### src/rtl/sprite_io_bank.sv
// sprite_io_bank: memory-mapped sprite coordinate bank and PS/2 scan-code FIFO.
// The CPU reads and writes it through a combinational data path for the single-cycle core.
// Define SPRITE_IO_VSYNC_SHADOW_EN to double-buffer the sprite registers. CPU stores then land
// in a pending bank that is copied to the outputs on frame_start. Without it, stores drive the
// outputs directly.
module sprite_io_bank #(
  parameter int unsigned NUM_SPRITES = 4,
  parameter int unsigned COORD_W     = 10,
  parameter int unsigned FIFO_DEPTH  = 8,
  parameter logic [31:0] BASE_ADR    = 32'h0000_0400
) (
  input  logic                           clk,
  input  logic                           reset,
  input  logic [31:0]                    adr,
  input  logic [31:0]                    write_data,
  input  logic                           mem_write,
  input  logic                           mem_read,
  output logic [31:0]                    read_data,
  output logic                           io_hit,
  input  logic [7:0]                     kb_code,
  input  logic                           kb_valid,
  input  logic                           frame_start,
  output logic [NUM_SPRITES*COORD_W-1:0] sprite_x,
  output logic [NUM_SPRITES*COORD_W-1:0] sprite_y,
  output logic [NUM_SPRITES-1:0]         sprite_en
);

  localparam int unsigned PW = $clog2(FIFO_DEPTH);
  localparam int unsigned CW = PW + 1;

  // Address decode. Word offsets: STATUS 0x100, KBDATA 0x104, CTRL 0x108.
  logic [6:0] word;
  logic       is_sprite, is_status, is_kbdata, is_ctrl;

  assign io_hit    = (adr[31:9] == BASE_ADR[31:9]);
  assign word      = adr[8:2];
  assign is_status = (word == 7'h40);
  assign is_kbdata = (word == 7'h41);
  assign is_ctrl   = (word == 7'h42);
  assign is_sprite = ~adr[8] & ({1'b0, adr[7:2]} < 7'(NUM_SPRITES));

  logic [COORD_W-1:0] wr_x, wr_y;
  logic               wr_en;
  logic               bus_wr;

  assign bus_wr = mem_write & io_hit;
  assign wr_x   = write_data[COORD_W-1:0];
  assign wr_y   = write_data[16 +: COORD_W];
  assign wr_en  = write_data[31];

  logic [NUM_SPRITES-1:0] spr_we;

  // Per-slot store strobes.
  always_comb begin
    spr_we = '0;
    for (int i = 0; i < NUM_SPRITES; i++) begin
      spr_we[i] = bus_wr & is_sprite & (adr[7:2] == 6'(i));
    end
  end

  logic [COORD_W-1:0]     act_x_q [NUM_SPRITES];
  logic [COORD_W-1:0]     act_y_q [NUM_SPRITES];
  logic [NUM_SPRITES-1:0] act_en_q;
  logic [COORD_W-1:0]     src_x   [NUM_SPRITES];
  logic [COORD_W-1:0]     src_y   [NUM_SPRITES];
  logic [NUM_SPRITES-1:0] src_en;

`ifdef SPRITE_IO_VSYNC_SHADOW_EN
  logic [COORD_W-1:0]     pend_x_q [NUM_SPRITES];
  logic [COORD_W-1:0]     pend_y_q [NUM_SPRITES];
  logic [NUM_SPRITES-1:0] pend_en_q;

  // Pending bank: written by CPU stores.
  always_ff @(posedge clk) begin
    if (!reset) begin
      for (int i = 0; i < NUM_SPRITES; i++) begin
        pend_x_q[i] <= '0;
        pend_y_q[i] <= '0;
      end
      pend_en_q <= '0;
    end else begin
      for (int i = 0; i < NUM_SPRITES; i++) begin
        if (spr_we[i]) begin
          pend_x_q[i]  <= wr_x;
          pend_y_q[i]  <= wr_y;
          pend_en_q[i] <= wr_en;
        end
      end
    end
  end

  // Active bank: copies the pre-store pending values at frame start.
  always_ff @(posedge clk) begin
    if (!reset) begin
      for (int i = 0; i < NUM_SPRITES; i++) begin
        act_x_q[i] <= '0;
        act_y_q[i] <= '0;
      end
      act_en_q <= '0;
    end else if (frame_start) begin
      act_x_q  <= pend_x_q;
      act_y_q  <= pend_y_q;
      act_en_q <= pend_en_q;
    end
  end

  assign src_x  = pend_x_q;
  assign src_y  = pend_y_q;
  assign src_en = pend_en_q;
`else
  // Single bank: stores go straight to the outputs.
  always_ff @(posedge clk) begin
    if (!reset) begin
      for (int i = 0; i < NUM_SPRITES; i++) begin
        act_x_q[i] <= '0;
        act_y_q[i] <= '0;
      end
      act_en_q <= '0;
    end else begin
      for (int i = 0; i < NUM_SPRITES; i++) begin
        if (spr_we[i]) begin
          act_x_q[i]  <= wr_x;
          act_y_q[i]  <= wr_y;
          act_en_q[i] <= wr_en;
        end
      end
    end
  end

  assign src_x  = act_x_q;
  assign src_y  = act_y_q;
  assign src_en = act_en_q;
`endif

  // Pack the active bank onto the flat output buses.
  always_comb begin
    sprite_x  = '0;
    sprite_y  = '0;
    sprite_en = act_en_q;
    for (int i = 0; i < NUM_SPRITES; i++) begin
      sprite_x[i*COORD_W +: COORD_W] = act_x_q[i];
      sprite_y[i*COORD_W +: COORD_W] = act_y_q[i];
    end
  end

  // Scan-code FIFO.
  logic [7:0]    fifo_mem [FIFO_DEPTH];
  logic [PW-1:0] wr_ptr_q, rd_ptr_q;
  logic [CW-1:0] count_q;
  logic          ovf_q;
  logic          empty, full, pop, flush, clr_ovf, push_ok, push_drop;

  assign empty     = (count_q == '0);
  assign full      = (count_q == CW'(FIFO_DEPTH));
  assign pop       = mem_read & io_hit & is_kbdata & ~empty;
  assign flush     = bus_wr & is_ctrl & write_data[1];
  assign clr_ovf   = bus_wr & is_ctrl & write_data[0];
  // A pop frees a slot in the same cycle, so a push into a full FIFO still lands.
  assign push_ok   = kb_valid & ~flush & (~full | pop);
  assign push_drop = kb_valid & ~flush & full & ~pop;

  // Pointers, occupancy and sticky overflow.
  always_ff @(posedge clk) begin
    if (!reset) begin
      wr_ptr_q <= '0;
      rd_ptr_q <= '0;
      count_q  <= '0;
      ovf_q    <= 1'b0;
    end else begin
      if (flush) begin
        wr_ptr_q <= '0;
        rd_ptr_q <= '0;
        count_q  <= '0;
      end else begin
        if (push_ok) wr_ptr_q <= wr_ptr_q + PW'(1);
        if (pop)     rd_ptr_q <= rd_ptr_q + PW'(1);
        if (push_ok && !pop)      count_q <= count_q + CW'(1);
        else if (!push_ok && pop) count_q <= count_q - CW'(1);
      end
      // A dropped push in the same cycle as a clear keeps the flag set.
      if (push_drop)    ovf_q <= 1'b1;
      else if (clr_ovf) ovf_q <= 1'b0;
    end
  end

  // FIFO storage.
  always_ff @(posedge clk) begin
    if (reset && push_ok) fifo_mem[wr_ptr_q] <= kb_code;
  end

  // Combinational load data; status and data read 0 while reset is held.
  always_comb begin
    read_data = '0;
    if (io_hit) begin
      if (is_sprite) begin
        for (int i = 0; i < NUM_SPRITES; i++) begin
          if (adr[7:2] == 6'(i)) begin
            read_data[COORD_W-1:0]   = src_x[i];
            read_data[16 +: COORD_W] = src_y[i];
            read_data[31]            = src_en[i];
          end
        end
      end else if (is_status && reset) begin
        read_data = {17'b0, 7'(count_q), 5'b0, full, ovf_q, ~empty};
      end else if (is_kbdata && reset && !empty) begin
        read_data[7:0] = fifo_mem[rd_ptr_q];
      end
    end
  end

  logic unused_bits;
  assign unused_bits = ^{adr[1:0], write_data, frame_start};

endmodule
### config.mk
export PLATFORM = sky130hd
export DESIGN_NAME = sprite_io_bank
export DESIGN_NICKNAME = d
export VERILOG_FILES = /design/src/rtl/sprite_io_bank.sv
export SDC_FILE = /design/constraint.sdc
export NUM_CORES = 1
export LEC_CHECK = 0
export CORE_AREA = 2 2 132 134
export CTS_CLUSTER_SIZE = 25
export DETAILED_ROUTE_END_ITERATION = 7
export DIE_AREA = 0 0 134 136
export GPL_TIMING_DRIVEN = 0
export PLACE_DENSITY = 0.81
export SLEW_MARGIN = 0
export SYNTH_ARGS = -nofsm -noshare
export SYNTH_HDL_FRONTEND = slang
export SYNTH_SLANG_ARGS = --single-unit
### constraint.sdc
create_clock -name clk -period 3.31 [get_ports clk]
set_input_delay 0.4965 -clock clk [delete_from_list [all_inputs] [get_ports clk]]
set_output_delay 0.4965 -clock clk [all_outputs]
set_load 0.05 [all_outputs]
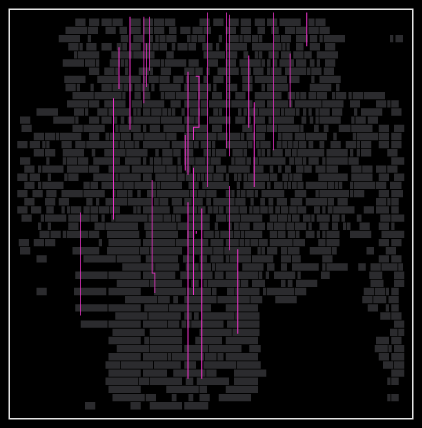
(run_1/met4.png)
Drawn at 3 px/micron.
share of all routed wire	3.4%
main direction	vertical
via count: 6,158
Post-Route WL: 22,700 microns

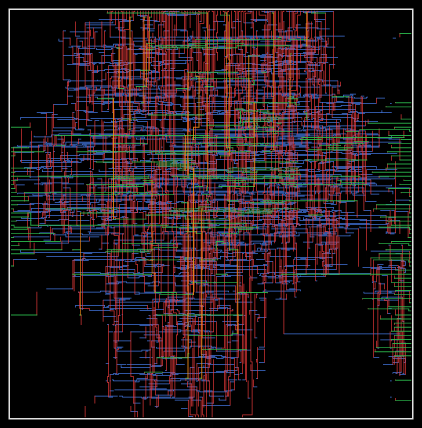
(run_1/metal_stack.png)
Drawn at 3 px/micron.
layer	color	wire length
met2	red	10,600 microns
met4	orange	776 microns
met3	green	2,390 microns
met1	blue	8,920 microns

==> impl_metrics.csv, run 1 <==
group,metric,value,unit
status,status,"finished, final reports clean",
layout,diodes,0,
timing,period_minus_slack,3.30,ns
floorplanning,fp_util,0.428,
logic_synthesis,synth_stat.cells,642,
cts,clk_pin_slew,0.06,ns
floorplanning,core_area,0.0169,sq mm
routing,drt_pre_antenna_iters,7,
logic_synthesis,synth_cell_types,51,
cts,cts_hold_buffers,0,
logic_synthesis,largest_area_cell,"dfxtp_1",
worst_setup_path,cp.arrival,2.80,ns
routing,remaining_drc_errors,0,
power_and_ir_drop,vdd_drop_max,0.380,mV
global_routing,antenna_found_initial,0,
floorplanning,num_io_pins,195,
global_routing,grt_pass1_vias,5974,
logic_synthesis,most_common_cell,"nand2_1",
cts,clock_path_buffers,2,
layout,fillers,1312,
worst_setup_path,r2r_slack,0.26,ns
floorplanning,die_h,136,microns
timing,min_period_over_period,0.996,
placement,dp.cells,1051,
cts,cts_tree,"yes",
logic_synthesis,edf_count,64,
routing,via_per_inst,5.60,
timing,fmax,303,MHz
floorplanning,fp.dieArea,0.0182,sq mm
worst_setup_path,required,2.81,ns
worst_setup_path,worst-setup-path-type,"in2out",
floorplanning,die-width,134,microns
routing,drt_iter0_drc,598,
global_routing,overflow,0,
worst_setup_path,cp-start-kind,"input pin",
global_routing,grt_max_degree,17,
power_and_ir_drop,leakagePower,4.17,nW
logic_synthesis,top_cell_area_share,0.271,
power_and_ir_drop,power_density,441,mW/mm^2
placement,gp_congestion,0.876,
timing,relSlewSlack,0.441,
worst_setup_path,crit_path_max_fanout,10,
logic_synthesis,netlist_area,0.00723,sq mm
cts,clkLatencyLatePin,0.43,ns
logic_synthesis,synth.avg_cell_area,11.3,sq um
cts,clockRootBuffer,"clkbuf_16",
routing,final_antenna_net_count,0,
logic_synthesis,synth_warnings,0,
logic_synthesis,ys_seq_frac,0.537,
floorplanning,rows,48,
layout,finalNonFillerCells,1099,
logic_synthesis,ys_chip_area,0.00723,sq mm
global_routing,grt_pass1_wl,33300,microns
logic_synthesis,synth_cells,642,
layout,drive_above_1_share,0.204,
timing,finalHoldViolations,0,
logic_synthesis,ys_async_sr_fraction,0,
logic_synthesis,synthTopCellsByArea,"dfxtp_1 27%, edfxtp_1 27%, mux2i_1 15%, nand2_1 6.5%, mux4_2 5.0%",
timing,finClkSkew,0.00963,ns
cts,clock_sinks,162,
job,max-cap-violations,0,
timing,whs,0.476,ns
timing,drv_slew,0,
layout,nets,945,
hold_path,hold_depth,2,
global_routing,grt_usage,0.243,
worst_setup_path,cp-end-kind,"output pin",
logic_synthesis,ff_type,"dfxtp_1",
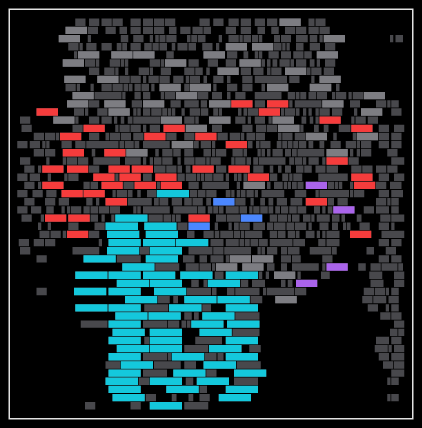
(run_1/registers.png)
Drawn at 3 px/micron.
signal	color	flops
sprite_x	red	40
fifo_mem	cyan	64
count_q	purple	4
wr_ptr_q	blue	3
Final Util: 0.606
FF+latch area: 0.00388 sq mm
Seq. pwr: 2.13 mW

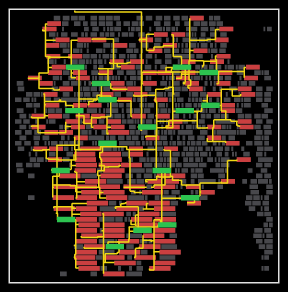
(run_1/clock_map.png)
Drawn at 2 px/micron.
[flip-flops] red | count: 162
[cells driving clock nets] green | count: 17
[clock wires] yellow | length: 1,790 microns
routed clock nets	18

==> run 1: cell type report <==
type	count	area, sq um	area share
flip-flops and latches	162	3880	0.380
multi-input cells	426	3300	0.323
repair buffers	194	1850	0.181
clock buffers	21	460	0.0450
well taps	225	282	0.0275
plain buffers	48	273	0.0267
clock inverters	11	125	0.0122
inverters	12	47.5	0.00465
==> run 1: registers in the layout (all words and copies together), names as in the netlist, named ones only <==
| register | flops |
|---|---|
| rd_ptr_q | 3 |
| count_q | 4 |
| sprite_en | 4 |
| sprite_x | 40 |
| fifo_mem | 64 |
| wr_ptr_q | 3 |
| ovf_q | 1 |
| sprite_y | 40 |
==> run 1: per-stage QoR <==
step	setup slack (ns)	power (mW)	area, sq um	setup TNS (ns)	utilization
3_3_place_gp	-1.30	2.52	9270	-94.03	0.549
5_1_grt	-0.0592	4.62	10200	-0.0617	0.606
3_5_place_dp	-1.30	2.54	9360	-52.44	0.554
4_1_cts	0.000315	4.48	10100	0	0.596
6_report	0.0130	4.51	10200	0	0.606
2_1_floorplan	-0.444	2.37	7280	-0.951	-
==> run 1: critical path, cell delays in order <==
cell	delay, ns
clkdlybuf4s50_1	0.53
clkbuf_1	0.40
clkbuf_2	0.37
a211oi_1	0.10
nor2_1	0.12
o221ai_1	0.17
a21oi_1	0.19
clkdlybuf4s15_2	0.40
==> run 1: metal layers <==
layer / track usage / share of wire / vias up
li1: - / - / 2752
met1: 0.319 / 0.39 / 2960
met2: 0.394 / 0.47 / 387
met3: 0.0548 / 0.11 / 59
met4: 0.0928 / 0.034 / 0
met5: 0 / 0 / -
==> run 1: report_power, final <==
part	switching [mW]	internal, mW	leakage (nW)
combinational	0.237	0.179	2.52
sequential	0.0283	2.10	1.37
clock	0.807	1.15	0.281
==> run 1: repair_timing <==
action	in CTS	in global routing
gates resized	163	30
endpoints found under the setup margin	52	28
pin swaps	4	15
hold endpoints to repair	0	0
setup buffers	8	10
==> run 1: cells in the final DEF (no fill, tap or decap), types with 5 or more instances in the layout <==
cell	count
a22oi_1	13
nand3_1	14
nand2_1	124
mux2_2	9
clkbuf_1	20
conb_1	9
a21oi_1	8
nor2_2	10
dfxtp_1	98
dlymetal6s2s_1	5
nor4_2	11
buf_2	12
mux2i_1	106
mux4_2	16
buf_4	49
edfxtp_1	64
nor3_2	5
buf_6	6
clkbuf_16	17
inv_1	9
nor2b_1	5
nor2_1	18
clkdlybuf4s50_1	141
o21ai_0	19
==> run 1: cell families after synthesis <==
| family | share of synthesized area |
|---|---|
| adder cells (fa/ha/maj) | 0.0114 |
| other | 0.000519 |
| multiplexers | 0.211 |
| AND-OR/OR-AND | 0.0613 |
| AND/OR/NAND/NOR | 0.134 |
| flip-flops | 0.537 |
| buffers and inverters | 0.0400 |
| XOR/XNOR | 0.00485 |
==> run 1: worst paths after layout <==
path	startpoint	end
hold / removal	sprite_y[28]	sprite_y[28]
setup reg to reg	count_q[0]	count_q[3]
hold reg to reg	sprite_y[28]	sprite_y[28]
setup / recovery	adr[2]	read_data[3]
==> run_1/final_congestion.png <==
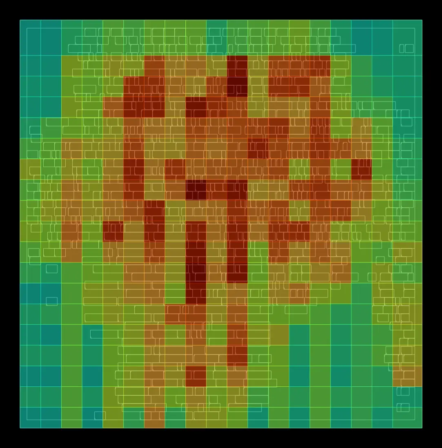

--- run 2 (diff from run 1) ---
--- a/config.mk
+++ b/config.mk
@@ -9,7 +9,6 @@
 export CTS_CLUSTER_SIZE = 25
 export DETAILED_ROUTE_END_ITERATION = 7
 export DIE_AREA = 0 0 134 136
-export GPL_TIMING_DRIVEN = 0
 export PLACE_DENSITY = 0.81
 export SLEW_MARGIN = 0
 export SYNTH_ARGS = -nofsm -noshare
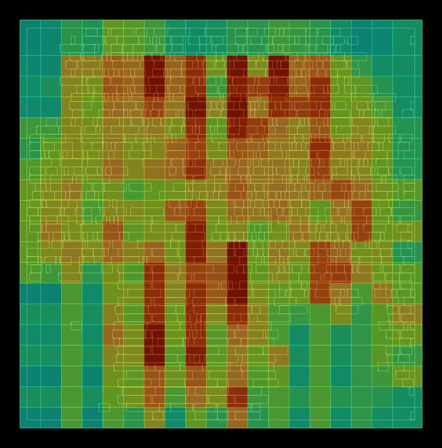
(run_2/final_congestion.png)
All-Layer GR Usage: 0.221
GRT met1 Usage: 0.277

==> impl_metrics.csv, run 2 <==
group,metric,value,unit
status,status,"finished, final reports clean",
worst_setup_path,required,2.81,ns
timing,setup_tns,0,ns
layout,nets,929,
logic_synthesis,synth_cell_types,51,
cts,clockRootBuffer,"clkbuf_16",
power_and_ir_drop,finalPower,4.32,mW
logic_synthesis,edf_count,64,
floorplanning,die_h,136,microns
layout,lay_top_count,"clkdlybuf4s50_1",
floorplanning,core_area,0.0169,sq mm
worst_setup_path,cp-start-kind,"input pin",
global_routing,overflow,0,
logic_synthesis,synth_warnings,0,
routing,wirelength,20200,microns
logic_synthesis,netlist_area,0.00723,sq mm
timing,whs,0.474,ns
timing,tightest_slew,0.846,ns
cts,clkLatencyLatePin,0.42,ns
global_routing,grt_pass1_wl,31000,microns
cts,cts_tree,"yes",
logic_synthesis,synth_stat.cells,642,
global_routing,grt_max_degree,85,
logic_synthesis,synth.avg_cell_area,11.3,sq um
layout,drive_above_1_share,0.198,
timing,relSlewSlack,0.436,
logic_synthesis,ys_seq_frac,0.537,
power_and_ir_drop,p_seq_frac,0.494,
timing,min_period_over_period,0.981,
routing,remaining_drc_errors,0,
routing,drt_iter0_drc,360,
timing,finalHoldViolations,0,
worst_setup_path,crit_path_max_fanout,6,
cts,cts_hold_buffers,0,
power_and_ir_drop,leakagePower,4.19,nW
logic_synthesis,ys_chip_area,0.00723,sq mm
floorplanning,rows,48,
power_and_ir_drop,switching_share,0.231,
placement,gp_congestion,0.827,
timing,drv_slew,0,
worst_setup_path,cp.arrival,2.75,ns
layout,largest-register,"fifo_mem",
global_routing,antenna_found_initial,0,
worst_setup_path,cp-end-kind,"output pin",
layout,largest_register_ffs,64,
timing,period_minus_slack,3.25,ns
logic_synthesis,largest_area_cell,"dfxtp_1",
cts,clock_path_buffers,2,
floorplanning,fp_util,0.428,
layout,diodes,0,
routing,drt_pre_antenna_iters,6,
power_and_ir_drop,p_sw,0.998,mW
timing,finClkSkew,0.00784,ns
power_and_ir_drop,p_int,3.32,mW
logic_synthesis,ys_async_sr_fraction,0,
logic_synthesis,top_cell_area_share,0.271,
floorplanning,die-width,134,microns
timing,fmax,308,MHz
power_and_ir_drop,vdd_drop_max,0.367,mV
power_and_ir_drop,power_density,417,mW/mm^2
logic_synthesis,synthTopCellsByArea,"dfxtp_1 27%, edfxtp_1 27%, mux2i_1 15%, nand2_1 6.5%, mux4_2 5.0%",
logic_synthesis,ff_type,"dfxtp_1",
floorplanning,num_io_pins,195,
logic_synthesis,most_common_cell,"nand2_1",
logic_synthesis,ys.flops,162,
layout,lay_top_cells,"140 x clkdlybuf4s50_1, 125 x nand2_1, 106 x mux2i_1",
worst_setup_path,worst-setup-path-type,"in2out",
routing,via_per_inst,5.37,
## run 2: worst paths after layout
path                start           end  slack [ns]  cells after the start
max               adr[11]  read_data[9]        0.06                      8
min          sprite_y[26]  sprite_y[26]        0.47                      2
max reg2reg    count_q[0]    count_q[3]        0.44                     14
min reg2reg  sprite_y[26]  sprite_y[26]        0.47                      2
## run 2: area by class of cell
type,count,area (sq um)
Clock inverter,9,53.8
Sequential cell,162,3880
Clock buffer,23,490
Timing Repair Buffer,226,2380
Fill cell,1295,6520
Tap cell,225,282
Multi-Input combinational cell,426,3220
Inverter,12,47.5
## run 2: stage by stage
step	cell area, sq um	util	instances	setup WS, ns
after global routing	10400	0.614	1083	-0.0629
after floorplan	7280	-	650	-0.444
after detailed placement	9680	0.573	1049	-0.384
after global placement	9680	0.573	1049	-0.290
final	10400	0.614	1083	0.0630
after CTS	10200	0.606	1081	-0.0274
## run 2: critical path, stage by stage
cell             delay (ns)
clkdlybuf4s50_1        0.42
nor4_2                 0.29
nand2_1                0.17
or2_1                  0.28
buf_6                  0.14
or4_4                  0.60
o32ai_4                0.18
buf_12                 0.18
## run 2: power by group through the flow
stage	combinational, mW	clock [mW]	sequential (mW)
3_5_place_dp	0.369	0	2.17
2_1_floorplan	0.202	0	2.17
6_report	0.386	1.80	2.13
5_1_grt	0.420	1.91	2.14
4_1_cts	0.373	1.83	2.13
3_3_place_gp	0.361	0	2.17
## run 2: logic make-up (layout without fill, tap and decap cells)
| kind of cell | after synthesis | count (layout) | synth area share |
|---|---|---|---|
| compound gates | 64 | 64 | 0.0613 |
| xor+xnor | 4 | 4 | 0.00485 |
| fa+ha+maj | 6 | 6 | 0.0114 |
| buf+inv | 62 | 270 | 0.0400 |
| flops | 162 | 162 | 0.537 |
| mux | 131 | 131 | 0.211 |
| other cells | 1 | 9 | 0.000519 |
| simple gates | 212 | 212 | 0.134 |
## run 2: repair_timing
item	4_1_cts	5_1_grt
endpoints found under the setup margin	4	20
buffers inserted	0	2
pin swaps	0	7
resized	1	27
## run 2: routing by layer
layer,vias up,GRT usage,part of all wire
li1,2713,-,-
met1,2831,0.277,0.42
met2,228,0.367,0.49
met3,43,0.0492,0.063
met4,0,0.0952,0.033
met5,-,0,0
Power and IR drop assume default switching activity.
